===== src/rtl/noc_traffic_node.sv =====
// ---------------------------------------------------------------------------
// noc_traffic_node
//
// NoC test endpoint. A burst generator sends PKT_COUNT packets to the
// router at (DEST_X_ID, DEST_Y_ID). Each packet is a header, PAYLOAD_FLITS
// payload flits and a tail. GAP_CYCLES idle cycles follow each tail
// except the last. A receive side counts packets (tails) and remembers
// the source of the last header. When NOC_TRAFFIC_CHECK_EN is defined it
// also counts protocol and payload-index errors.
//
// Build option:
//   NOC_TRAFFIC_CHECK_EN  defined   -> full receive checking, rx_err_count live
//                         undefined -> no checking logic, rx_err_count = 0
//
// Handshake: a flit moves on any cycle where valid && ready. The sender
// keeps valid, flit and markers stable until that cycle. The receiver
// holds ready high whenever it is out of reset.
//
// Ports:
//   noc_clk, noc_rst_n       clock, asynchronous active-low reset
//   send_start               one-cycle pulse, starts a burst (ignored when busy)
//   send_busy / send_done    burst in progress / one-cycle end-of-burst pulse
//   sender_valid/ready/flit  flit stream toward the router,
//   sender_is_header/_tail     plus the header and tail markers
//   receive_valid/ready/flit flit stream from the router,
//   receive_is_header/_tail    plus the header and tail markers
//   rx_pkt_count             tails received (saturating)
//   rx_err_count             errors detected (saturating)
//   rx_last_src_x/_y         source of the last accepted header
//   dbg_tx_state/dbg_rx_state  current sender and receiver FSM states
//
// Flit format (bits from the MSB down): 4-bit start marker, source X,
// source Y, destination X, destination Y, 16 zero bits for the type, order
// and length fields, 4-bit end marker, zero pad.
// ---------------------------------------------------------------------------
`ifndef Noc_Data_Width
`define Noc_Data_Width 64
`endif
`ifndef Noc_ID_X_Width
`define Noc_ID_X_Width 4
`endif
`ifndef Noc_ID_Y_Width
`define Noc_ID_Y_Width 4
`endif

module noc_traffic_node #(
    parameter logic [`Noc_ID_X_Width-1:0] X_ID      = '0,
    parameter logic [`Noc_ID_Y_Width-1:0] Y_ID      = '0,
    parameter logic [`Noc_ID_X_Width-1:0] DEST_X_ID = '0,
    parameter logic [`Noc_ID_Y_Width-1:0] DEST_Y_ID = '0,
    parameter int PAYLOAD_FLITS = 4,
    parameter int PKT_COUNT     = 8,
    parameter int GAP_CYCLES    = 0
) (
    input  logic                          noc_clk,
    input  logic                          noc_rst_n,
    input  logic                          send_start,
    output logic                          send_busy,
    output logic                          send_done,
    output logic                          sender_valid,
    input  logic                          sender_ready,
    output logic [`Noc_Data_Width-1:0]    sender_flit,
    output logic                          sender_is_header,
    output logic                          sender_is_tail,
    input  logic                          receive_valid,
    output logic                          receive_ready,
    input  logic [`Noc_Data_Width-1:0]    receive_flit,
    input  logic                          receive_is_header,
    input  logic                          receive_is_tail,
    output logic [15:0]                   rx_pkt_count,
    output logic [15:0]                   rx_err_count,
    output logic [`Noc_ID_X_Width-1:0]    rx_last_src_x,
    output logic [`Noc_ID_Y_Width-1:0]    rx_last_src_y,
    output logic [2:0]                    dbg_tx_state,
    output logic                          dbg_rx_state
);

    localparam int DW     = `Noc_Data_Width;
    localparam int XW     = `Noc_ID_X_Width;
    localparam int YW     = `Noc_ID_Y_Width;
    localparam int MW     = 4;
    localparam int POS_H  = DW - MW;
    localparam int POS_X  = POS_H - XW;
    localparam int POS_Y  = POS_X - YW;
    localparam int POS_DX = POS_Y - XW;
    localparam int POS_DY = POS_DX - YW;
    localparam int POS_E  = POS_DY - 16 - MW;

    localparam logic [MW-1:0] HEAD_H = 4'hA;
    localparam logic [MW-1:0] HEAD_E = 4'h5;
    localparam logic [MW-1:0] TAIL_H = 4'hC;
    localparam logic [MW-1:0] TAIL_E = 4'h3;

    localparam logic [15:0] PF     = 16'(PAYLOAD_FLITS);
    localparam logic [7:0]  K_LAST = 8'(PAYLOAD_FLITS - 1);
    localparam logic [15:0] P_LAST = 16'(PKT_COUNT - 1);
    localparam logic [7:0]  G_LAST = (GAP_CYCLES == 0) ? 8'd0 : 8'(GAP_CYCLES - 1);

    localparam logic [2:0] TX_IDLE = 3'd0;
    localparam logic [2:0] TX_HEAD = 3'd1;
    localparam logic [2:0] TX_DATA = 3'd2;
    localparam logic [2:0] TX_TAIL = 3'd3;
    localparam logic [2:0] TX_GAP  = 3'd4;

    localparam logic [0:0] RX_WAIT = 1'b0;
    localparam logic [0:0] RX_BODY = 1'b1;

    // Header and tail share one layout and differ only in the markers.
    function automatic logic [DW-1:0] ctrl_flit(input logic [MW-1:0] mh,
                                                input logic [MW-1:0] me);
        logic [DW-1:0] f;
        f = '0;
        f[POS_H  +: MW] = mh;
        f[POS_X  +: XW] = X_ID;
        f[POS_Y  +: YW] = Y_ID;
        f[POS_DX +: XW] = DEST_X_ID;
        f[POS_DY +: YW] = DEST_Y_ID;
        f[POS_E  +: MW] = me;
        return f;
    endfunction

    function automatic logic [DW-1:0] data_flit(input logic [15:0] p,
                                                input logic [15:0] k);
        logic [DW-1:0] f;
        f = '0;
        f[31:16] = p;
        f[15:0]  = k;
        return f;
    endfunction

    // ------------------------------------------------------------------
    // Sender. The output registers always hold the flit that is presented
    // now. They are reloaded only on an accepting edge, which keeps the
    // flit stable while the router stalls.
    // ------------------------------------------------------------------
    logic [2:0]  tx_state;
    logic [15:0] tx_pkt;
    logic [7:0]  tx_k;
    logic [7:0]  tx_gap;
    logic        tx_accept;

    assign tx_accept = sender_valid && sender_ready;

    always_ff @(posedge noc_clk or negedge noc_rst_n) begin
        if (!noc_rst_n) begin
            tx_state         <= TX_IDLE;
            tx_pkt           <= '0;
            tx_k             <= '0;
            tx_gap           <= '0;
            sender_valid     <= 1'b0;
            sender_flit      <= '0;
            sender_is_header <= 1'b0;
            sender_is_tail   <= 1'b0;
            send_busy        <= 1'b0;
            send_done        <= 1'b0;
        end else begin
            send_done <= 1'b0;
            case (tx_state)
                TX_IDLE: begin
                    if (send_start) begin
                        tx_state         <= TX_HEAD;
                        tx_pkt           <= '0;
                        send_busy        <= 1'b1;
                        sender_valid     <= 1'b1;
                        sender_is_header <= 1'b1;
                        sender_flit      <= ctrl_flit(HEAD_H, HEAD_E);
                    end
                end
                TX_HEAD: begin
                    if (tx_accept) begin
                        tx_state         <= TX_DATA;
                        tx_k             <= '0;
                        sender_is_header <= 1'b0;
                        sender_flit      <= data_flit(tx_pkt, 16'd0);
                    end
                end
                TX_DATA: begin
                    if (tx_accept) begin
                        if (tx_k == K_LAST) begin
                            tx_state       <= TX_TAIL;
                            sender_is_tail <= 1'b1;
                            sender_flit    <= ctrl_flit(TAIL_H, TAIL_E);
                        end else begin
                            tx_k        <= tx_k + 8'd1;
                            sender_flit <= data_flit(tx_pkt, {8'd0, tx_k + 8'd1});
                        end
                    end
                end
                TX_TAIL: begin
                    if (tx_accept) begin
                        sender_is_tail <= 1'b0;
                        if (tx_pkt == P_LAST) begin
                            tx_state     <= TX_IDLE;
                            sender_valid <= 1'b0;
                            sender_flit  <= '0;
                            send_busy    <= 1'b0;
                            send_done    <= 1'b1;
                        end else begin
                            tx_pkt <= tx_pkt + 16'd1;
                            if (GAP_CYCLES == 0) begin
                                tx_state         <= TX_HEAD;
                                sender_is_header <= 1'b1;
                                sender_flit      <= ctrl_flit(HEAD_H, HEAD_E);
                            end else begin
                                tx_state     <= TX_GAP;
                                tx_gap       <= '0;
                                sender_valid <= 1'b0;
                                sender_flit  <= '0;
                            end
                        end
                    end
                end
                TX_GAP: begin
                    if (tx_gap == G_LAST) begin
                        tx_state         <= TX_HEAD;
                        sender_valid     <= 1'b1;
                        sender_is_header <= 1'b1;
                        sender_flit      <= ctrl_flit(HEAD_H, HEAD_E);
                    end else begin
                        tx_gap <= tx_gap + 8'd1;
                    end
                end
                default: begin
                    tx_state     <= TX_IDLE;
                    sender_valid <= 1'b0;
                    send_busy    <= 1'b0;
                end
            endcase
        end
    end

    // ------------------------------------------------------------------
    // Receiver
    // ------------------------------------------------------------------
    logic [0:0] rx_state;
    logic [0:0] rx_state_next;
    logic       rx_fire;
    logic       rx_latch;
    logic       rx_pkt_hit;
    logic       unused_flit;

    assign rx_fire     = receive_valid && receive_ready;
    assign unused_flit = ^receive_flit;

`ifdef NOC_TRAFFIC_CHECK_EN
    logic [15:0] rx_k;
    logic [15:0] rx_k_next;
    logic        rx_err_hit;
    logic [15:0] rx_err_q;

    always_comb begin
        rx_latch      = 1'b0;
        rx_pkt_hit    = 1'b0;
        rx_err_hit    = 1'b0;
        rx_state_next = rx_state;
        rx_k_next     = rx_k;
        if (rx_fire) begin
            if (receive_is_header && receive_is_tail) begin
                rx_err_hit = 1'b1;                  // malformed flit is dropped
            end else if (rx_state == RX_WAIT) begin
                if (receive_is_header) begin
                    rx_latch      = 1'b1;
                    rx_k_next     = '0;
                    rx_state_next = RX_BODY;
                end else begin
                    rx_err_hit = 1'b1;              // stray flit is dropped
                end
            end else if (receive_is_header) begin
                rx_err_hit = 1'b1;                  // packet restarts here
                rx_latch   = 1'b1;
                rx_k_next  = '0;
            end else if (receive_is_tail) begin
                rx_pkt_hit    = 1'b1;               // short packets still count
                rx_err_hit    = (rx_k != PF);
                rx_state_next = RX_WAIT;
            end else begin
                rx_err_hit = (receive_flit[15:0] != rx_k);
                rx_k_next  = rx_k + 16'd1;
            end
        end
    end

    always_ff @(posedge noc_clk or negedge noc_rst_n) begin
        if (!noc_rst_n) begin
            rx_k     <= '0;
            rx_err_q <= '0;
        end else begin
            rx_k <= rx_k_next;
            if (rx_err_hit && (rx_err_q != 16'hFFFF))
                rx_err_q <= rx_err_q + 16'd1;
        end
    end

    assign rx_err_count = rx_err_q;
`else
    always_comb begin
        rx_latch      = 1'b0;
        rx_pkt_hit    = 1'b0;
        rx_state_next = rx_state;
        if (rx_fire) begin
            if (receive_is_header) begin
                rx_latch      = 1'b1;
                rx_state_next = RX_BODY;
            end else if (receive_is_tail) begin
                rx_pkt_hit    = 1'b1;
                rx_state_next = RX_WAIT;
            end
        end
    end

    assign rx_err_count = '0;
`endif

    always_ff @(posedge noc_clk or negedge noc_rst_n) begin
        if (!noc_rst_n) begin
            rx_state      <= RX_WAIT;
            receive_ready <= 1'b0;
            rx_pkt_count  <= '0;
            rx_last_src_x <= '0;
            rx_last_src_y <= '0;
        end else begin
            receive_ready <= 1'b1;
            rx_state      <= rx_state_next;
            if (rx_latch) begin
                rx_last_src_x <= receive_flit[POS_X +: XW];
                rx_last_src_y <= receive_flit[POS_Y +: YW];
            end
            if (rx_pkt_hit && (rx_pkt_count != 16'hFFFF))
                rx_pkt_count <= rx_pkt_count + 16'd1;
        end
    end

    assign dbg_tx_state = tx_state;
    assign dbg_rx_state = rx_state;

endmodule


===== config.mk =====
export PLATFORM = sky130hd
export DESIGN_NAME = noc_traffic_node
export DESIGN_NICKNAME = d
export VERILOG_FILES = /design/src/rtl/noc_traffic_node.sv
export SDC_FILE = /design/constraint.sdc
export NUM_CORES = 1
export LEC_CHECK = 0
export ABC_AREA = 1
export CORE_MARGIN = 2
export CORE_UTILIZATION = 38
export DETAILED_ROUTE_END_ITERATION = 16
export PLACE_DENSITY = 0.8
export SLEW_MARGIN = 20
export SYNTH_ARGS = -nofsm -noshare
export SYNTH_HDL_FRONTEND = slang
export SYNTH_SLANG_ARGS = --single-unit
export TNS_END_PERCENT = 50

===== constraint.sdc =====
create_clock -name noc_clk -period 2.15 [get_ports noc_clk]
set_clock_uncertainty 0.05 [all_clocks]
set_input_delay 0.215 -clock noc_clk [delete_from_list [all_inputs] [get_ports noc_clk]]
set_output_delay 0.215 -clock noc_clk [all_outputs]
set_load 0.02 [all_outputs]

==> images/layers.png <==
Bar = 20 um.
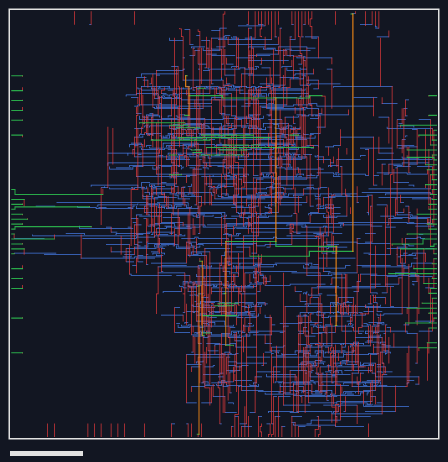
M1 -> blue  # wire length 5,040 um
M4 -> orange  # wire length 228 um
M2 -> red  # wire length 4,750 um
M3 -> green  # wire length 587 um
total wirelength of the detailed-routed design: 10,600 um
Tot GR Track Use: 15.6%

==> images/ff_map.png <==
Bar = 20 um. Other sequential cells in the stronger grey, the rest of the logic in the fainter grey.
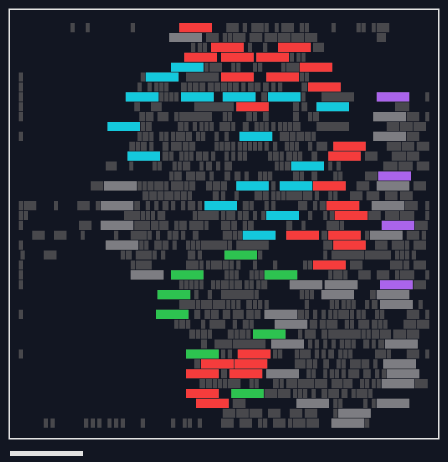
tx_pkt -> cyan  # placed flops 16
tx_k -> green  # placed flops 8
sender_flit -> red  # placed flops 27
rx_last_src_y -> purple  # placed flops 4, where right middle
not coloured = 28
flop share of the area: 34.9%
power drawn by the sequential cells: 1720 uW
utilization of the core after routing: 47.1%

==> run notes <==
Status on the layout run. After detailed routing, the average wire length per cell comes to 11.9 um. According to the floorplan report, the die height is 118 um. Number of warning messages in the yosys log landed at 0. The routed layout has 4,072 vias.

Placed cell count landed at 873. Across all setup checks in the final design, the least slack found is 256 ps. Proportion of register bits with asynchronous set or reset after synthesis landed at 100%. The synthesized netlist was found by Yosys to have 633 cells. The registers of the reported paths see a clock transition of 70 ps. Tally of max-capacitance violations landed at 0. For this design the static power due to leakage is 0.00286 uW.

Looking at the reg2reg group, the worst path starts from dbg_tx_state[0]. The analysis reports a worst IR drop on VDD of 0.373 mV. Combinational cells account for 14.2% of the total power. Yosys reports that the most numerous cell types are sky130_fd_sc_hd__nand2_1 (202), sky130_fd_sc_hd__dfrtp_1 (83), sky130_fd_sc_hd__nand3_1 (59).

First-pass GRT wire length landed at 17,900 um. The placement summary gives the final routability congestion estimate as 0.945. Netlist area before placement landed at 4910 um2. Pin count of the biggest net entering global routing landed at 36.

The flow measured a signed area growth from synthesis to layout of 20.9%. Total power consumption of the routed design landed at 3860 uW. The main area contributors are sky130_fd_sc_hd__dfrtp_1 (42%), sky130_fd_sc_hd__nand2_1 (15%), sky130_fd_sc_hd__buf_4 (8.7%), sky130_fd_sc_hd__nand3_1 (6.0%), sky130_fd_sc_hd__nor2_1 (4.0%). STA on the placed design reports a worst setup slack of 257 ps.

Count of nets after finishing landed at 792. For flop-to-flop paths, the worst setup slack is 260 ps. The synthesis report names the predominant flop master as sky130_fd_sc_hd__dfrtp_1.

For the worst flop-to-flop path, the logic depth is 9. Fraction of synthesized cell area taken by the top area cell type landed at 42.3%. The flow ran to the end, and the final reports show no timing, DRC or antenna violations.

Subtracting the final worst setup slack from the clock period gives 1890 ps. Per STA, the startpoint of the critical path is dbg_tx_state[0]. In this run the cell area measured after placement is 5620 um2. Once the clock tree was built, the resizer swapped 0 gates to a different size. Number of max-slew violations in the final report landed at 0. Total number of clock tree sinks landed at 83.
==> images/port_trees.png <==
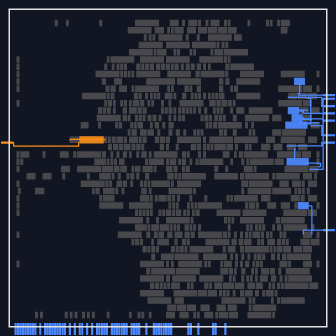
sender_is_header -> orange  # direction output, edge left, end cells 1, buffers 1, wire 41.5 um
receive_flit -> blue  # direction input, edge 56 bottom, 8 right, end cells 8, buffers 8, wire 178 um
ports placed on the boundary: 185
port bufs: 74

==> metrics by stage <==
step / hold slack, ps / util [%]
after global routing: 388 / 47.1
final: 323 / 47.1
after floorplan: -131 / -
after detailed placement: 155 / 44.5
after CTS: 332 / 47.1
after global placement: 149 / 44.5
==> kinds of logic (layout without fill, tap and decap cells) <==
logic type,after synthesis,in the layout,share of synthesized area (%)
buffers and inverters,123,155,15.2
other,2,55,0.153
muxes,8,8,1.83
adders and majority gates,8,8,2.04
xor gates and xnor gates,18,18,3.21
and+or+nand+nor,348,348,30.4
DFF,83,83,42.3
AOI/OAI and AO/OA,43,43,4.86
==> timing repair <==
item	in CTS	in global routing
endpoints found under the hold margin	33	0
hold buffers	1	0
endpoints found under the setup margin	0	0
==> critical path, stage by stage, from the launching register on <==
cell and delay [ps]:
sky130_fd_sc_hd__dfrtp_1 400, sky130_fd_sc_hd__inv_1 110, sky130_fd_sc_hd__ha_1 270, sky130_fd_sc_hd__inv_1 110, sky130_fd_sc_hd__nand3_2 140, sky130_fd_sc_hd__o21ai_4 240, sky130_fd_sc_hd__buf_4 270, sky130_fd_sc_hd__nor2_1 60
sky130_fd_sc_hd__nand2_1 50, sky130_fd_sc_hd__nand3_1 70
==> cells in the final DEF, fill, tap and decap left out, drive strengths merged, types with 2 or more instances in the layout <==
cell type      instances
mux2                   8
conb                  55
ha                     8
clkdlybuf4s50         73
o21ai                 38
nand3                 62
a21oi                  3
nor3                   4
nor2                  59
inv                   53
dfrtp                 83
nand2                207
clkinv                 2
clkbuf                10
xor2                  10
buf                   14
xnor2                  8
nand4                 14
==> layout make-up <==
cell class | count | area [um2]
Clock buffer | 10 | 239
Multi-Input combinational cell | 480 | 2290
Sequential cell | 83 | 2080
Inverter | 51 | 191
Fill cell | 1213 | 6680
Tap cell | 172 | 215
Timing Repair Buffer | 88 | 858
Clock inverter | 6 | 72.6
==> metal layers <==
layer  share of wire (%)  up-vias  wire (um)  track usage [%]
met5                   0        -          0                0
met3                 5.5       16        586             3.25
met4                 2.2        0        228             6.17
met1                  47     1863       5040             21.4
li1                    -     2063          -                -
met2                  45      130       4750             24.2
==> power by group through the flow <==
| stage | Combinational (uW) | Sequential [uW] | Clock [uW] |
|---|---|---|---|
| 2_1_floorplan | 290 | 1830 | 0 |
| 3_3_place_gp | 538 | 1750 | 0 |
| 3_5_place_dp | 549 | 1750 | 0 |
| 4_1_cts | 552 | 1720 | 1640 |
| 5_1_grt | 587 | 1730 | 1690 |
| 6_report | 546 | 1720 | 1590 |
==> state kept, by name, summed over array words and instances (netlist names) <==
register          flops
dbg_rx_state          1
dbg_tx_state          2
receive_ready         1
rx_last_src_x         4
rx_last_src_y         4
rx_pkt_count         16
send_busy             1
send_done             1
sender_flit          27
sender_is_header      1
sender_is_tail        1
tx_k                  8
tx_pkt               16
==> worst max-delay path by stage <==
stage / endpoint
2_1_floorplan: sender_flit[26]
3_3_place_gp: sender_flit[26]
3_5_place_dp: sender_flit[26]
4_1_cts: sender_flit[26]
5_1_grt: sender_flit[26]
6_report: sender_flit[26]
Power is estimated from default activity; no workload was simulated.
